--- src/rtl/lsp_select_1_compose_pkg.sv ---
// Shared constants, state encoding and ETSI basic-op arithmetic for the
// Relspwed first-stage refinement (lsp_select_1_compose and its distance
// accumulator).
//
// Contents:
//   NC, NC1, M, ROW_STRIDE     split length, searched rows, LSP order, ROM row stride
//   RELSPWED_*                 scratch addresses of rbuf, wegt and buf
//   LSPCB1, LSPCB2             constant-ROM bases of the two codebooks
//   stateT                     controller states
//   add16/sub16/mult16         16-bit saturating basic ops
//   lAdd/lSub/lMac             32-bit saturating basic ops
package lsp_select_1_compose_pkg;

  localparam int NC         = 5;
  localparam int NC1        = 32;
  localparam int M          = 10;
  localparam int ROW_STRIDE = M;

  localparam logic [10:0] RELSPWED_RBUF = 11'h100;
  localparam logic [10:0] RELSPWED_WEGT = 11'h10A;
  localparam logic [10:0] RELSPWED_BUF  = 11'h114;

  localparam logic [11:0] LSPCB1 = 12'h000;
  localparam logic [11:0] LSPCB2 = 12'h500;

  // Counter end points, sized to the 4-bit phase counter used by the controller
  localparam logic [3:0]  LAST_TERM   = 4'(NC);
  localparam logic [3:0]  LOAD_LAST   = 4'(2 * NC);
  localparam logic [4:0]  LAST_ROW    = 5'(NC1 - 1);
  localparam logic [11:0] ROW_STEP    = 12'(ROW_STRIDE);
  localparam logic [31:0] L_MAX       = 32'h7FFF_FFFF;

  typedef enum logic [2:0] {
    IDLE,
    LOAD,
    SEARCH,
    CMP,
    COMPOSE,
    DONE
  } stateT;

  function automatic logic [15:0] add16(input logic [15:0] a, input logic [15:0] b);
    logic [16:0] s;
    s = {a[15], a} + {b[15], b};
    if (s[16] != s[15]) return s[16] ? 16'h8000 : 16'h7FFF;
    return s[15:0];
  endfunction

  function automatic logic [15:0] sub16(input logic [15:0] a, input logic [15:0] b);
    logic [16:0] s;
    s = {a[15], a} - {b[15], b};
    if (s[16] != s[15]) return s[16] ? 16'h8000 : 16'h7FFF;
    return s[15:0];
  endfunction

  // (a*b)>>15 with the single overflow case -32768 * -32768 pinned to 32767
  function automatic logic [15:0] mult16(input logic [15:0] a, input logic [15:0] b);
    logic signed [31:0] p;
    p = 32'($signed(a)) * 32'($signed(b));
    if (p == 32'sh4000_0000) return 16'h7FFF;
    return p[30:15];
  endfunction

  function automatic logic [31:0] lAdd(input logic [31:0] a, input logic [31:0] b);
    logic [32:0] s;
    s = {a[31], a} + {b[31], b};
    if (s[32] != s[31]) return s[32] ? 32'h8000_0000 : 32'h7FFF_FFFF;
    return s[31:0];
  endfunction

  function automatic logic [31:0] lSub(input logic [31:0] a, input logic [31:0] b);
    logic [32:0] s;
    s = {a[31], a} - {b[31], b};
    if (s[32] != s[31]) return s[32] ? 32'h8000_0000 : 32'h7FFF_FFFF;
    return s[31:0];
  endfunction

  // L + 2*a*b, where the doubled product itself saturates before the add
  function automatic logic [31:0] lMac(input logic [31:0] acc, input logic [15:0] a,
                                       input logic [15:0] b);
    logic signed [31:0] p;
    logic [31:0] prod2;
    p = 32'($signed(a)) * 32'($signed(b));
    if (p == 32'sh4000_0000) prod2 = 32'h7FFF_FFFF;
    else                     prod2 = {p[30:0], 1'b0};
    return lAdd(acc, prod2);
  endfunction

endpackage

--- src/rtl/lsp_select_1_compose_dist.sv ---
// Weighted-distance accumulator for one lspcb2 row, one term per cycle:
//   t = sub(diff, cb2); p = mult(w, t); L = L_mac(L, p, t)
//
// Ports:
//   clk, reset   clock and asynchronous active-high reset
//   clr          clears L (row start); has priority over en
//   en           accumulate the term presented this cycle
//   diff, w      diff[j] and wegt[j] for the current term
//   cb2          lspcb2[k][j] for the current term
//   L            registered 32-bit running distance
module lsp_select_1_compose_dist
  import lsp_select_1_compose_pkg::*;
(
  input  logic        clk,
  input  logic        reset,
  input  logic        clr,
  input  logic        en,
  input  logic [15:0] diff,
  input  logic [15:0] w,
  input  logic [15:0] cb2,
  output logic [31:0] L
);

  logic [15:0] term;
  logic [15:0] weighted;

  assign term     = sub16(diff, cb2);
  assign weighted = mult16(w, term);

  // Running distance: cleared at each row start, one MAC per enabled cycle
  always_ff @(posedge clk or posedge reset) begin
    if (reset) begin
      L <= '0;
    end else if (clr) begin
      L <= '0;
    end else if (en) begin
      L <= lMac(L, weighted, term);
    end
  end

endmodule

--- src/rtl/lsp_select_1_compose.sv ---
// G.729 Relspwed first-stage refinement (Lsp_select_1 plus buffer compose).
// Loads diff = rbuf - lspcb1[cand] and the weights, searches the NC1 lspcb2
// rows for the minimum weighted distance over the lower split, then writes
// buf[j] = lspcb1[cand][j] + lspcb2[index][j] for j < NC.
//
// Ports:
//   clk, reset     clock and asynchronous active-high reset
//   start, cand    one-cycle start pulse and lspcb1 row, sampled in IDLE/DONE
//   scratchAddr    scratch read address; scratchIn returns data next cycle
//   scratchWAddr   scratch write address, scratchOut data, scratchWE enable
//   constAddr      constant-ROM read address; constIn returns data next cycle
//   index, done    winning lspcb2 row, valid while done is high
module lsp_select_1_compose
  import lsp_select_1_compose_pkg::*;
(
  input  logic        clk,
  input  logic        reset,
  input  logic        start,
  input  logic [6:0]  cand,
  output logic [10:0] scratchAddr,
  input  logic [31:0] scratchIn,
  output logic [10:0] scratchWAddr,
  output logic [31:0] scratchOut,
  output logic        scratchWE,
  output logic [11:0] constAddr,
  input  logic [31:0] constIn,
  output logic [4:0]  index,
  output logic        done
);

  stateT state;
  stateT nextState;

  // cnt is the single pipelined address counter: the address for term cnt is
  // presented this cycle and the data for term cnt-1 is consumed this cycle
  logic [3:0]  cnt;
  logic [4:0]  kRow;
  logic [11:0] rowBase;
  logic [11:0] cb1Base;
  logic [11:0] bestBase;
  logic [31:0] dmin;
  logic [4:0]  idx;

  logic [15:0] diffR [NC];
  logic [15:0] wR    [NC];
  logic [15:0] cb1R  [NC];

  logic [2:0]  jPrev;
  logic [2:0]  jW;
  logic        distClr;
  logic        distEn;
  logic [15:0] distDiff;
  logic [15:0] distW;
  logic [31:0] distL;
  logic [31:0] cmpDelta;
  logic        cmpLess;
  logic [15:0] composeSum;
  logic        unusedBits;

  assign jPrev      = cnt[2:0] - 3'd1;
  assign jW         = cnt[2:0] - 3'd6;
  assign cmpDelta   = lSub(distL, dmin);
  assign cmpLess    = cmpDelta[31];
  assign unusedBits = ^{scratchIn[31:16], constIn[31:16]};

  lsp_select_1_compose_dist uDist (
    .clk   (clk),
    .reset (reset),
    .clr   (distClr),
    .en    (distEn),
    .diff  (distDiff),
    .w     (distW),
    .cb2   (constIn[15:0]),
    .L     (distL)
  );

  // State register
  always_ff @(posedge clk or posedge reset) begin
    if (reset) begin
      state <= IDLE;
    end else begin
      state <= nextState;
    end
  end

  // Next state, read addresses and accumulator controls.  LOAD reads rbuf
  // (with lspcb1) for cnt 0..NC-1, then wegt for cnt NC..2NC-1; SEARCH and
  // COMPOSE read one ROM word per cycle with one extra cycle to drain.
  always_comb begin
    nextState   = state;
    scratchAddr = '0;
    constAddr   = '0;
    distClr     = 1'b0;
    distEn      = 1'b0;
    distDiff    = '0;
    distW       = '0;
    case (state)
      IDLE: begin
        if (start) nextState = LOAD;
      end
      LOAD: begin
        if (cnt < LAST_TERM) begin
          scratchAddr = RELSPWED_RBUF + {7'b0, cnt};
          constAddr   = cb1Base + {8'b0, cnt};
        end else if (cnt < LOAD_LAST) begin
          scratchAddr = RELSPWED_WEGT + {7'b0, cnt - LAST_TERM};
        end
        if (cnt == LOAD_LAST) nextState = SEARCH;
      end
      SEARCH: begin
        if (cnt < LAST_TERM) constAddr = rowBase + {8'b0, cnt};
        if (cnt == 4'd0) begin
          distClr = 1'b1;
        end else begin
          distEn   = 1'b1;
          distDiff = diffR[jPrev];
          distW    = wR[jPrev];
        end
        if (cnt == LAST_TERM) nextState = CMP;
      end
      CMP: begin
        nextState = (kRow == LAST_ROW) ? COMPOSE : SEARCH;
      end
      COMPOSE: begin
        if (cnt < LAST_TERM) constAddr = bestBase + {8'b0, cnt};
        if (cnt == LAST_TERM) nextState = DONE;
      end
      DONE: begin
        if (start) nextState = LOAD;
      end
      default: nextState = IDLE;
    endcase
  end

  // Sum written to buf during COMPOSE; only meaningful once data is in flight
  always_comb begin
    composeSum = '0;
    if (state == COMPOSE && cnt != 4'd0) composeSum = add16(cb1R[jPrev], constIn[15:0]);
  end

  // Datapath: operand capture, row/min tracking and the registered write port.
  // Row bases advance by the stride so no multiplier is needed; cand*10 is
  // formed as (cand<<3) + (cand<<1).
  always_ff @(posedge clk or posedge reset) begin
    if (reset) begin
      cnt          <= '0;
      kRow         <= '0;
      rowBase      <= '0;
      cb1Base      <= '0;
      bestBase     <= '0;
      dmin         <= L_MAX;
      idx          <= '0;
      index        <= '0;
      done         <= 1'b0;
      scratchWE    <= 1'b0;
      scratchWAddr <= '0;
      scratchOut   <= '0;
      for (int j = 0; j < NC; j++) begin
        diffR[j] <= '0;
        wR[j]    <= '0;
        cb1R[j]  <= '0;
      end
    end else begin
      scratchWE <= 1'b0;
      case (state)
        IDLE, DONE: begin
          if (start) begin
            cb1Base  <= LSPCB1 + {2'b0, cand, 3'b0} + {4'b0, cand, 1'b0};
            done     <= 1'b0;
            cnt      <= '0;
            kRow     <= '0;
            rowBase  <= LSPCB2;
            bestBase <= LSPCB2;
            dmin     <= L_MAX;
            idx      <= '0;
          end
        end
        LOAD: begin
          if (cnt != 4'd0) begin
            if (cnt <= LAST_TERM) begin
              diffR[jPrev] <= sub16(scratchIn[15:0], constIn[15:0]);
              cb1R[jPrev]  <= constIn[15:0];
            end else begin
              wR[jW] <= scratchIn[15:0];
            end
          end
          cnt <= (cnt == LOAD_LAST) ? 4'd0 : cnt + 4'd1;
        end
        SEARCH: begin
          cnt <= (cnt == LAST_TERM) ? 4'd0 : cnt + 4'd1;
        end
        CMP: begin
          // Strict less-than keeps the lowest row on ties
          if (cmpLess) begin
            dmin     <= distL;
            idx      <= kRow;
            bestBase <= rowBase;
          end
          kRow    <= kRow + 5'd1;
          rowBase <= rowBase + ROW_STEP;
        end
        COMPOSE: begin
          if (cnt != 4'd0) begin
            scratchWE    <= 1'b1;
            scratchWAddr <= RELSPWED_BUF + {8'b0, jPrev};
            scratchOut   <= {{16{composeSum[15]}}, composeSum};
          end
          if (cnt == LAST_TERM) begin
            done  <= 1'b1;
            index <= idx;
          end
          cnt <= (cnt == LAST_TERM) ? 4'd0 : cnt + 4'd1;
        end
        default: ;
      endcase
    end
  end

endmodule
--- config.mk ---
export PLATFORM = sky130hd
export DESIGN_NAME = lsp_select_1_compose
export DESIGN_NICKNAME = d
export VERILOG_FILES = /design/src/rtl/lsp_select_1_compose_pkg.sv /design/src/rtl/lsp_select_1_compose_dist.sv /design/src/rtl/lsp_select_1_compose.sv
export SDC_FILE = /design/constraint.sdc
export NUM_CORES = 2
export LEC_CHECK = 0
export CAP_MARGIN = 20
export CORE_ASPECT_RATIO = 0.7
export CORE_MARGIN = 4
export CORE_UTILIZATION = 55
export CTS_BUF_LIST = sky130_fd_sc_hd__clkbuf_16
export DETAILED_ROUTE_END_ITERATION = 10
export PLACE_DENSITY = 0.75
export SLEW_MARGIN = 40
export SYNTH_ARGS = -nofsm -noshare
export SYNTH_HDL_FRONTEND = slang
export SYNTH_HIERARCHICAL = 1
export SYNTH_SLANG_ARGS = --single-unit
--- constraint.sdc ---
create_clock -name clk -period 21.6 [get_ports clk]
set_input_delay 4.32 -clock clk [delete_from_list [all_inputs] [get_ports clk]]
set_output_delay 4.32 -clock clk [all_outputs]
set_load 0.01 [all_outputs]
==> impl_metrics.json <==
{
  "worstMarginPinSlew_ns": 0.935,
  "ys_area_sq_um": 46500,
  "die_area_sq_um": 89300,
  "final.min_clock_period_ns": 21.52,
  "fp-utilization_pct": 55.9,
  "synthDominantCellAreaShare_pct": 22.9,
  "core_sq_um": 83100,
  "nonClkBufAreaFrac_pct": 13.2,
  "tns_ns": 0,
  "fin_cells": 6926,
  "grt_max_degree": 122,
  "buffers": 877,
  "r2r_cells": 82,
  "rsz0062_at_grt": "true",
  "r2r-end": "uDist/L[3]$_DFFE_PP0P_",
  "grt-ovfl-total": 0,
  "async_flop_share_pct": 100,
  "min_path_cells": 2,
  "flop_area_sq_um": 9570,
  "common_cells": "inv_1 (576), fa_1 (532), nand2_1 (522), nor2_1 (412), dfrtp_1 (350)",
  "clock_sinks": 381,
  "max-slew-margin-rel_pct": 37.4,
  "clockBufferDepth": 3,
  "syn_inst": 5187,
  "fa_ha_area_share_pct": 30.9,
  "crit_type": "primary input to flop",
  "postCtsSetupBuffers": 35,
  "syn_area_sq_um": 46500,
  "cp_num_cells": 74,
  "dpl_cell_area_sq_um": 52900,
  "drt-total-wl_um": 142000,
  "yosys.area.top_type": "fa_1",
  "status": "finished, final reports clean",
  "syn_avg_cell_area_sq_um": 8.96,
  "path_clk_slew_ns": 0.07,
  "area.combinational_sq_um": 34900,
  "wl_met3_um": 14300,
  "dr.pass1.iters": 6,
  "dp_cells": 6764,
  "top_cell": "inv_1",
  "finalCritPeriodShare_pct": 99.6,
  "slew_viol_final": 0,
  "worstHoldStart": "cb1R[55]$_DFFE_PP0P_",
  "htreeDepth": 2,
  "ff2ff_setup_slack_ns": 1.57,
  "drc": 0,
  "inverters": 578,
  "logic_family": "adder cells",
  "worst_clock_skew_ns": 0.0237,
  "io_pins": 147,
  "hold_viol_final": 0,
  "timing.fmax_mhz": 46.5,
  "gp_congestion": 0.987,
  "xor_area_share_pct": 2.86,
  "worstPathBufferInverterCount": 20,
  "max_cap_violations": 0,
  "port_buffers": 104
}
placed cells by master, fill, tap and decap left out, types with 35 or more instances in the layout:
cell	instances
inv_1	555
xnor2_1	104
a21oi_1	198
buf_6	40
nor3_1	86
nand3_1	75
a21o_1	73
nor2_1	376
a221o_1	66
nand3b_1	56
dfrtp_1	349
nand2_1	500
nand2b_1	43
o21a_1	41
ha_1	252
buf_4	696
nor2b_1	110
mux2i_1	56
mux2_2	117
ha_4	43
o21ai_0	265
clkdlybuf4s50_1	90
and2_1	60
fa_1	505
nand4_1	45
and3_1	61
nor4_1	41
xor2_1	45
clkbuf_16	40
a2111oi_0	35
worst min-delay path: cells and delay by family (launching register included):
| kind | cells | cell delay (ns) |
|---|---|---|
| compound gates | 1 | 0.06 |
| flops | 1 | 0.33 |
| simple gates | 1 | 0.04 |
Figure 1. Placed cells, one color a class.
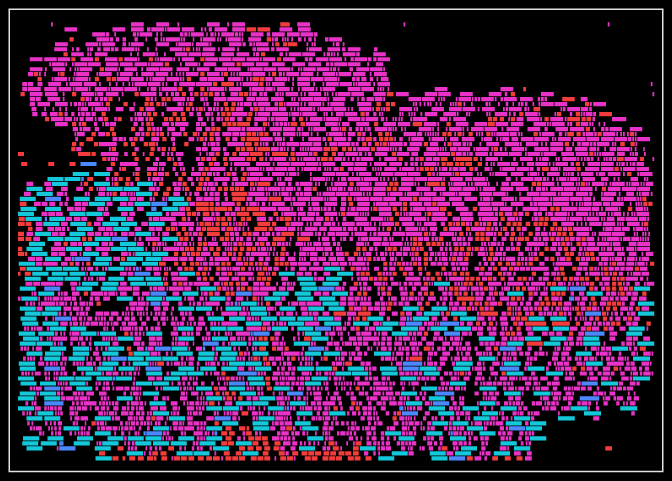
| class | color | cells | share of their area |
|---|---|---|---|
| clock drivers and dummy loads | blue | 65 | 2.3% |
| sequential cells | cyan | 381 | 17% |
| remaining buffers and delay cells | red | 877 | 14% |
| combinational and other logic | magenta | 4478 | 67% |

Figure 2. Where the registers sit.
Other sequential cells in the stronger gray, the rest of the logic in the fainter gray.
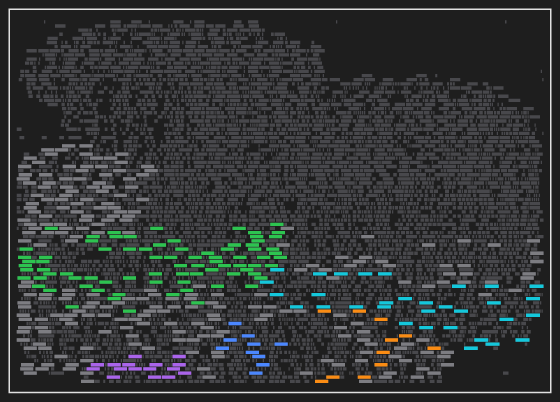
| netlist name | color | flops |
|---|---|---|
| diffR | green | 80 |
| dmin | cyan | 32 |
| bestBase | orange | 11 |
| scratchOut | purple | 16 |
| cb1Base | blue | 10 |

Figure 3. Clock distribution.
The bar under the picture is 100 um long.
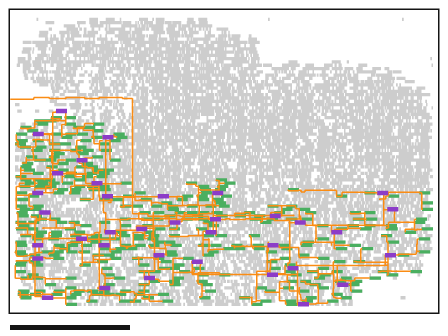
[clock wires] orange | length: 5250 um
[flip-flops] green | count: 381
[clock drivers] purple | count: 36
routed clock nets: 37

